**src/rtl/intr_pkg.sv**
```systemverilog
// Shared types and constants for the machine-mode interrupt sequencer:
// FSM states, mcause exception codes and mtvec mode encodings.
package intr_pkg;

    typedef enum logic [1:0] {
        ST_IDLE = 2'd0,
        ST_WAIT = 2'd1,
        ST_TRAP = 2'd2,
        ST_MRET = 2'd3
    } state_e;

    localparam logic [3:0] MCAUSE_MEI = 4'd11;
    localparam logic [3:0] MCAUSE_MTI = 4'd7;

    localparam logic [1:0] MTVEC_DIRECT   = 2'd0;
    localparam logic [1:0] MTVEC_VECTORED = 2'd1;

endpackage

```
**src/rtl/intr_ctrl.sv**
```systemverilog
// Machine-mode interrupt and mret sequencer: latches timer/external requests,
// waits for a valid unstalled D-stage instruction, then issues trap entry or return.
module intr_ctrl
    import intr_pkg::*;
#(
    parameter int DW = 32
) (
    input  logic          clk_i,
    input  logic          rst_i,
    input  logic          t_intr_i,
    input  logic          e_intr_i,
    input  logic          mstatus_mie_i,
    input  logic          mie_mtie_i,
    input  logic          mie_meie_i,
    input  logic [DW-1:0] mtvec_i,
    input  logic [DW-1:0] mepc_i,
    input  logic [DW-1:0] pc_d_i,
    input  logic          valid_d_i,
    input  logic          stall_i,
    input  logic          mret_i,
    output logic          mip_mtip_o,
    output logic          mip_meip_o,
    output logic          flush_o,
    output logic          redirect_o,
    output logic [DW-1:0] redirect_pc_o,
    output logic          mepc_we_o,
    output logic [DW-1:0] mepc_wdata_o,
    output logic          mcause_we_o,
    output logic [DW-1:0] mcause_wdata_o,
    output logic          trap_enter_o,
    output logic          trap_ret_o
);

    state_e        state_q, state_d;
    logic          mtip_q, mtip_d;
    logic          meip_q, meip_d;
    logic [3:0]    cause_q, cause_d;
    logic [DW-1:0] epc_q, epc_d;

    logic          en_e, en_t;
    logic [DW-1:0] trap_base, trap_target;

    assign en_e = meip_q & mie_meie_i & mstatus_mie_i;
    assign en_t = mtip_q & mie_mtie_i & mstatus_mie_i;

    // Pending latches: cleared in the TRAP cycle of their own source; a new request wins.
    always_comb begin
        mtip_d = mtip_q;
        meip_d = meip_q;
        if (state_q == ST_TRAP) begin
            if (cause_q == MCAUSE_MTI) begin
                mtip_d = 1'b0;
            end else begin
                meip_d = 1'b0;
            end
        end else begin
            mtip_d = mtip_q;
        end
        mtip_d = mtip_d | t_intr_i;
        meip_d = meip_d | e_intr_i;
    end

    // Next-state logic; cause and PC are captured on the WAIT->TRAP transition.
    always_comb begin
        state_d = state_q;
        cause_d = cause_q;
        epc_d   = epc_q;
        case (state_q)
            ST_IDLE: begin
                if (mret_i) begin
                    state_d = ST_MRET;
                end else if (en_e | en_t) begin
                    state_d = ST_WAIT;
                end else begin
                    state_d = ST_IDLE;
                end
            end
            ST_WAIT: begin
                if (mret_i) begin
                    state_d = ST_MRET;
                end else if (!(en_e | en_t)) begin
                    state_d = ST_IDLE;
                end else if (!stall_i && valid_d_i) begin
                    state_d = ST_TRAP;
                    cause_d = en_e ? MCAUSE_MEI : MCAUSE_MTI;
                    epc_d   = pc_d_i;
                end else begin
                    state_d = ST_WAIT;
                end
            end
            ST_TRAP: state_d = ST_IDLE;
            ST_MRET: state_d = ST_IDLE;
            default: state_d = ST_IDLE;
        endcase
    end

    // State, pending and latched-cause registers.
    always_ff @(posedge clk_i) begin
        if (rst_i) begin
            state_q <= ST_IDLE;
            mtip_q  <= 1'b0;
            meip_q  <= 1'b0;
            cause_q <= 4'd0;
            epc_q   <= '0;
        end else begin
            state_q <= state_d;
            mtip_q  <= mtip_d;
            meip_q  <= meip_d;
            cause_q <= cause_d;
            epc_q   <= epc_d;
        end
    end

    // Vectored mode offsets the base by 4*code; all other modes jump to the base.
    always_comb begin
        trap_base = {mtvec_i[DW-1:2], 2'b00};
        if (mtvec_i[1:0] == MTVEC_VECTORED) begin
            trap_target = trap_base + {{(DW-6){1'b0}}, cause_q, 2'b00};
        end else begin
            trap_target = trap_base;
        end
    end

    // Moore output decode: only TRAP and MRET drive anything.
    always_comb begin
        flush_o        = 1'b0;
        redirect_o     = 1'b0;
        redirect_pc_o  = '0;
        mepc_we_o      = 1'b0;
        mepc_wdata_o   = '0;
        mcause_we_o    = 1'b0;
        mcause_wdata_o = '0;
        trap_enter_o   = 1'b0;
        trap_ret_o     = 1'b0;
        case (state_q)
            ST_TRAP: begin
                flush_o        = 1'b1;
                redirect_o     = 1'b1;
                redirect_pc_o  = trap_target;
                mepc_we_o      = 1'b1;
                mepc_wdata_o   = epc_q;
                mcause_we_o    = 1'b1;
                mcause_wdata_o = {1'b1, {(DW-5){1'b0}}, cause_q};
                trap_enter_o   = 1'b1;
            end
            ST_MRET: begin
                flush_o        = 1'b1;
                redirect_o     = 1'b1;
                redirect_pc_o  = mepc_i;
                trap_ret_o     = 1'b1;
            end
            default: begin
                flush_o        = 1'b0;
            end
        endcase
    end

    assign mip_mtip_o = mtip_q;
    assign mip_meip_o = meip_q;

endmodule
```
**config.mk**
```make
export PLATFORM = sky130hd
export DESIGN_NAME = intr_ctrl
export DESIGN_NICKNAME = d
export VERILOG_FILES = /design/src/rtl/intr_pkg.sv /design/src/rtl/intr_ctrl.sv
export SDC_FILE = /design/constraint.sdc
export NUM_CORES = 1
export LEC_CHECK = 0
export ABC_AREA = 1
export ABC_CLOCK_PERIOD_IN_PS = 3500
export CAP_MARGIN = 20
export CORE_MARGIN = 5
export CORE_UTILIZATION = 38
export CTS_BUF_LIST = sky130_fd_sc_hd__clkbuf_4
export DETAILED_ROUTE_END_ITERATION = 10
export PLACE_DENSITY = 0.84
export SLEW_MARGIN = 20
export SYNTH_ARGS = -nofsm -noshare
export SYNTH_HDL_FRONTEND = slang
export SYNTH_SLANG_ARGS = --single-unit
export TNS_END_PERCENT = 20
```
**constraint.sdc**
```tcl
create_clock -name clk_i -period 3.5 [get_ports clk_i]
set_clock_uncertainty 0.2 [all_clocks]
set_input_delay 0.875 -clock clk_i [delete_from_list [all_inputs] [get_ports clk_i]]
set_output_delay 0.875 -clock clk_i [all_outputs]
set_load 0.01 [all_outputs]
```
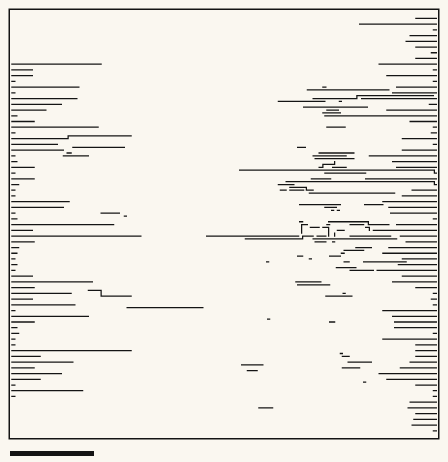
(M3 wires)
Scale bar: 20 µm.
main direction: horizontal
share of all routed wire: 12%
wire length on this layer: 1510 µm
nets with wire on the layer: 185

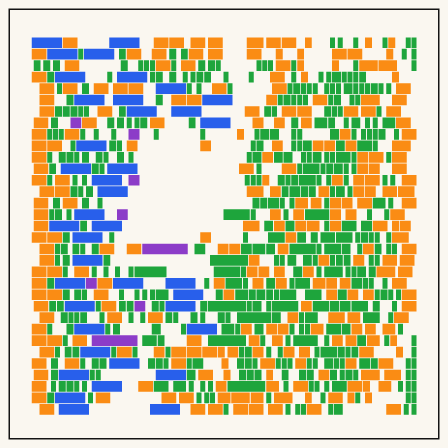
(placed cells, one colour a class)
| colour | class | cells | share of their area |
|---|---|---|---|
| green | all other logic | 468 | 43% |
| blue | flip-flops | 39 | 14% |
| purple | clock drivers and dummy loads | 8 | 1.9% |
| orange | other buffers and delay cells | 258 | 41% |
number of cell rows: 33
Seq/total area: 0.136
Core Footprint: 0.00822 mm²
final non-filler cell area: 0.00574 mm²

==> impl_metrics.csv <==
group,metric,value,unit
layout,regArea,781,µm²
route,drt_iter0_drc,155,
logic_synthesis,mux_area_frac,0,
timing,timing.fmax,0.281,GHz
timing,final.setup.worst_slack,-0.0602,ns
outcome,violations,"negative setup slack",
timing,slew_headroom,0.469,
grt,grt_max_degree,68,
place,finalWeightedCongestion,0.915,
critical_path,start_kind,"input pin",
layout,n_all_buffers,258,
grt,grt_overflow_total,0,
timing,maxSlewViolCount,0,
outcome,status,"finished with violations",
critical_path,critical_path_class,"input pin to output pin",
layout,fillers,671,
layout,largest_class,"buffers",
logic_synthesis,synthSimpleGateAreaFrac,0.338,
timing,setup_viol,1,
floorplanning,fp.dieH,102,µm
place,dp_hpwl,9660,µm
place,port_buffers,182,
timing,rsz0062_at_grt,"true",
grt,grt_pass1_wl,19600,µm
[worst paths after layout]
path              cells past startpoint                end        from
hold / removal                        2          epc_q[21]   epc_q[21]
setup reg to reg                      6          epc_q[29]  mip_meip_o
setup / recovery                     11  redirect_pc_o[23]  mtvec_i[3]
hold reg to reg                       2          epc_q[21]   epc_q[21]
[per-stage QoR]
step           hold slack (ns)  instance area, µm²   util  worst slack [ns]  instances
2_1_floorplan            0.229                3290      -             0.208        560
3_3_place_gp             0.240                5360  0.652            -0.777        856
3_5_place_dp             0.247                5360  0.652            -0.840        856
4_1_cts                  0.265                5620  0.684           -0.0409        873
5_1_grt                  0.284                5740  0.699            -0.109        878
6_report                 0.262                5740  0.699           -0.0602        878
[cells in the final DEF (no fill, tap or decap), types with 9 or more instances in the layout]
master	count
clkdlybuf4s50_1	130
nor2_4	9
o21ai_0	47
nand4_1	12
buf_2	21
dfxtp_1	39
a21oi_1	38
nor2_1	59
nand2_2	14
nand2_1	100
o21ai_1	9
buf_4	74
inv_1	69
conb_1	27
dlygate4sd2_1	11
nand3_1	20
[cells in the mapped netlist (3+ instances only)]
cell type  number  area (µm²)
inv_1          76         285
o21ai_1         5        25.0
nand2_1       117         439
buf_4          32         240
nand3_1        26         130
buf_2           3        15.0
nand3_2         3        30.0
o21bai_1        3        22.5
nor2_2          4        25.0
nor3_1          7        35.0
clkbuf_1       12        45.0
buf_6           4        45.0
a21oi_1        39         195
nor2_1         70         263
nand4_1        12        75.1
ha_1            4        50.1
dfxtp_1        39         781
o21ai_0        55         275
[per-layer routing]
| layer | track usage | share of wire | routed length, µm | vias to the layer above |
|---|---|---|---|---|
| met5 | 0 | 0 | 0 | - |
| met3 | 0.0572 | 0.12 | 1510 | 35 |
| met4 | 0.0726 | 0.029 | 368 | 0 |
| met2 | 0.434 | 0.50 | 6440 | 254 |
| met1 | 0.260 | 0.35 | 4480 | 1933 |
| li1 | - | - | - | 2120 |
[cells by family (layout without fill, tap and decap cells)]
family / after synthesis / in the layout
DFF: 39 / 39
and+or+nand+nor: 246 / 246
adders and majority gates: 5 / 5
buffers and inverters: 131 / 344
AOI/OAI and AO/OA: 110 / 110
other: 1 / 27
xor gates and xnor gates: 2 / 2
[worst max-delay path, cell delays in order]
cell and delay (ns):
buf_2 0.14, ha_4 0.27, nand2_1 0.07, nor2_2 0.13
nand2_2 0.09, nand3_4 0.10, nand3_4 0.14, o21ai_2 0.24
nand2_2 0.09, o21ai_2 0.19, buf_2 0.16
[flip-flops by register name, indices dropped and copies added, names as in the netlist]
| register | count |
|---|---|
| mip_meip_o | 1 |
| mip_mtip_o | 1 |
| state_q | 2 |
| epc_q | 32 |
| cause_q | 3 |
[timing repair]
item | 4_1_cts | 5_1_grt
pin swaps | 36 | 29
gates resized | 175 | 43
setup endpoints to repair | 30 | 37
setup buffers | 9 | 5
[power breakdown]
part,internal [mW],total [mW],switching [mW],leakage [nW]
Sequential,0.449,0.453,0.00378,0.315
Clock,0.222,0.376,0.154,0.0514
Combinational,0.202,0.375,0.173,2.17
Total,0.873,1.20,0.331,2.53
Power is estimated from default activity; no workload was simulated.
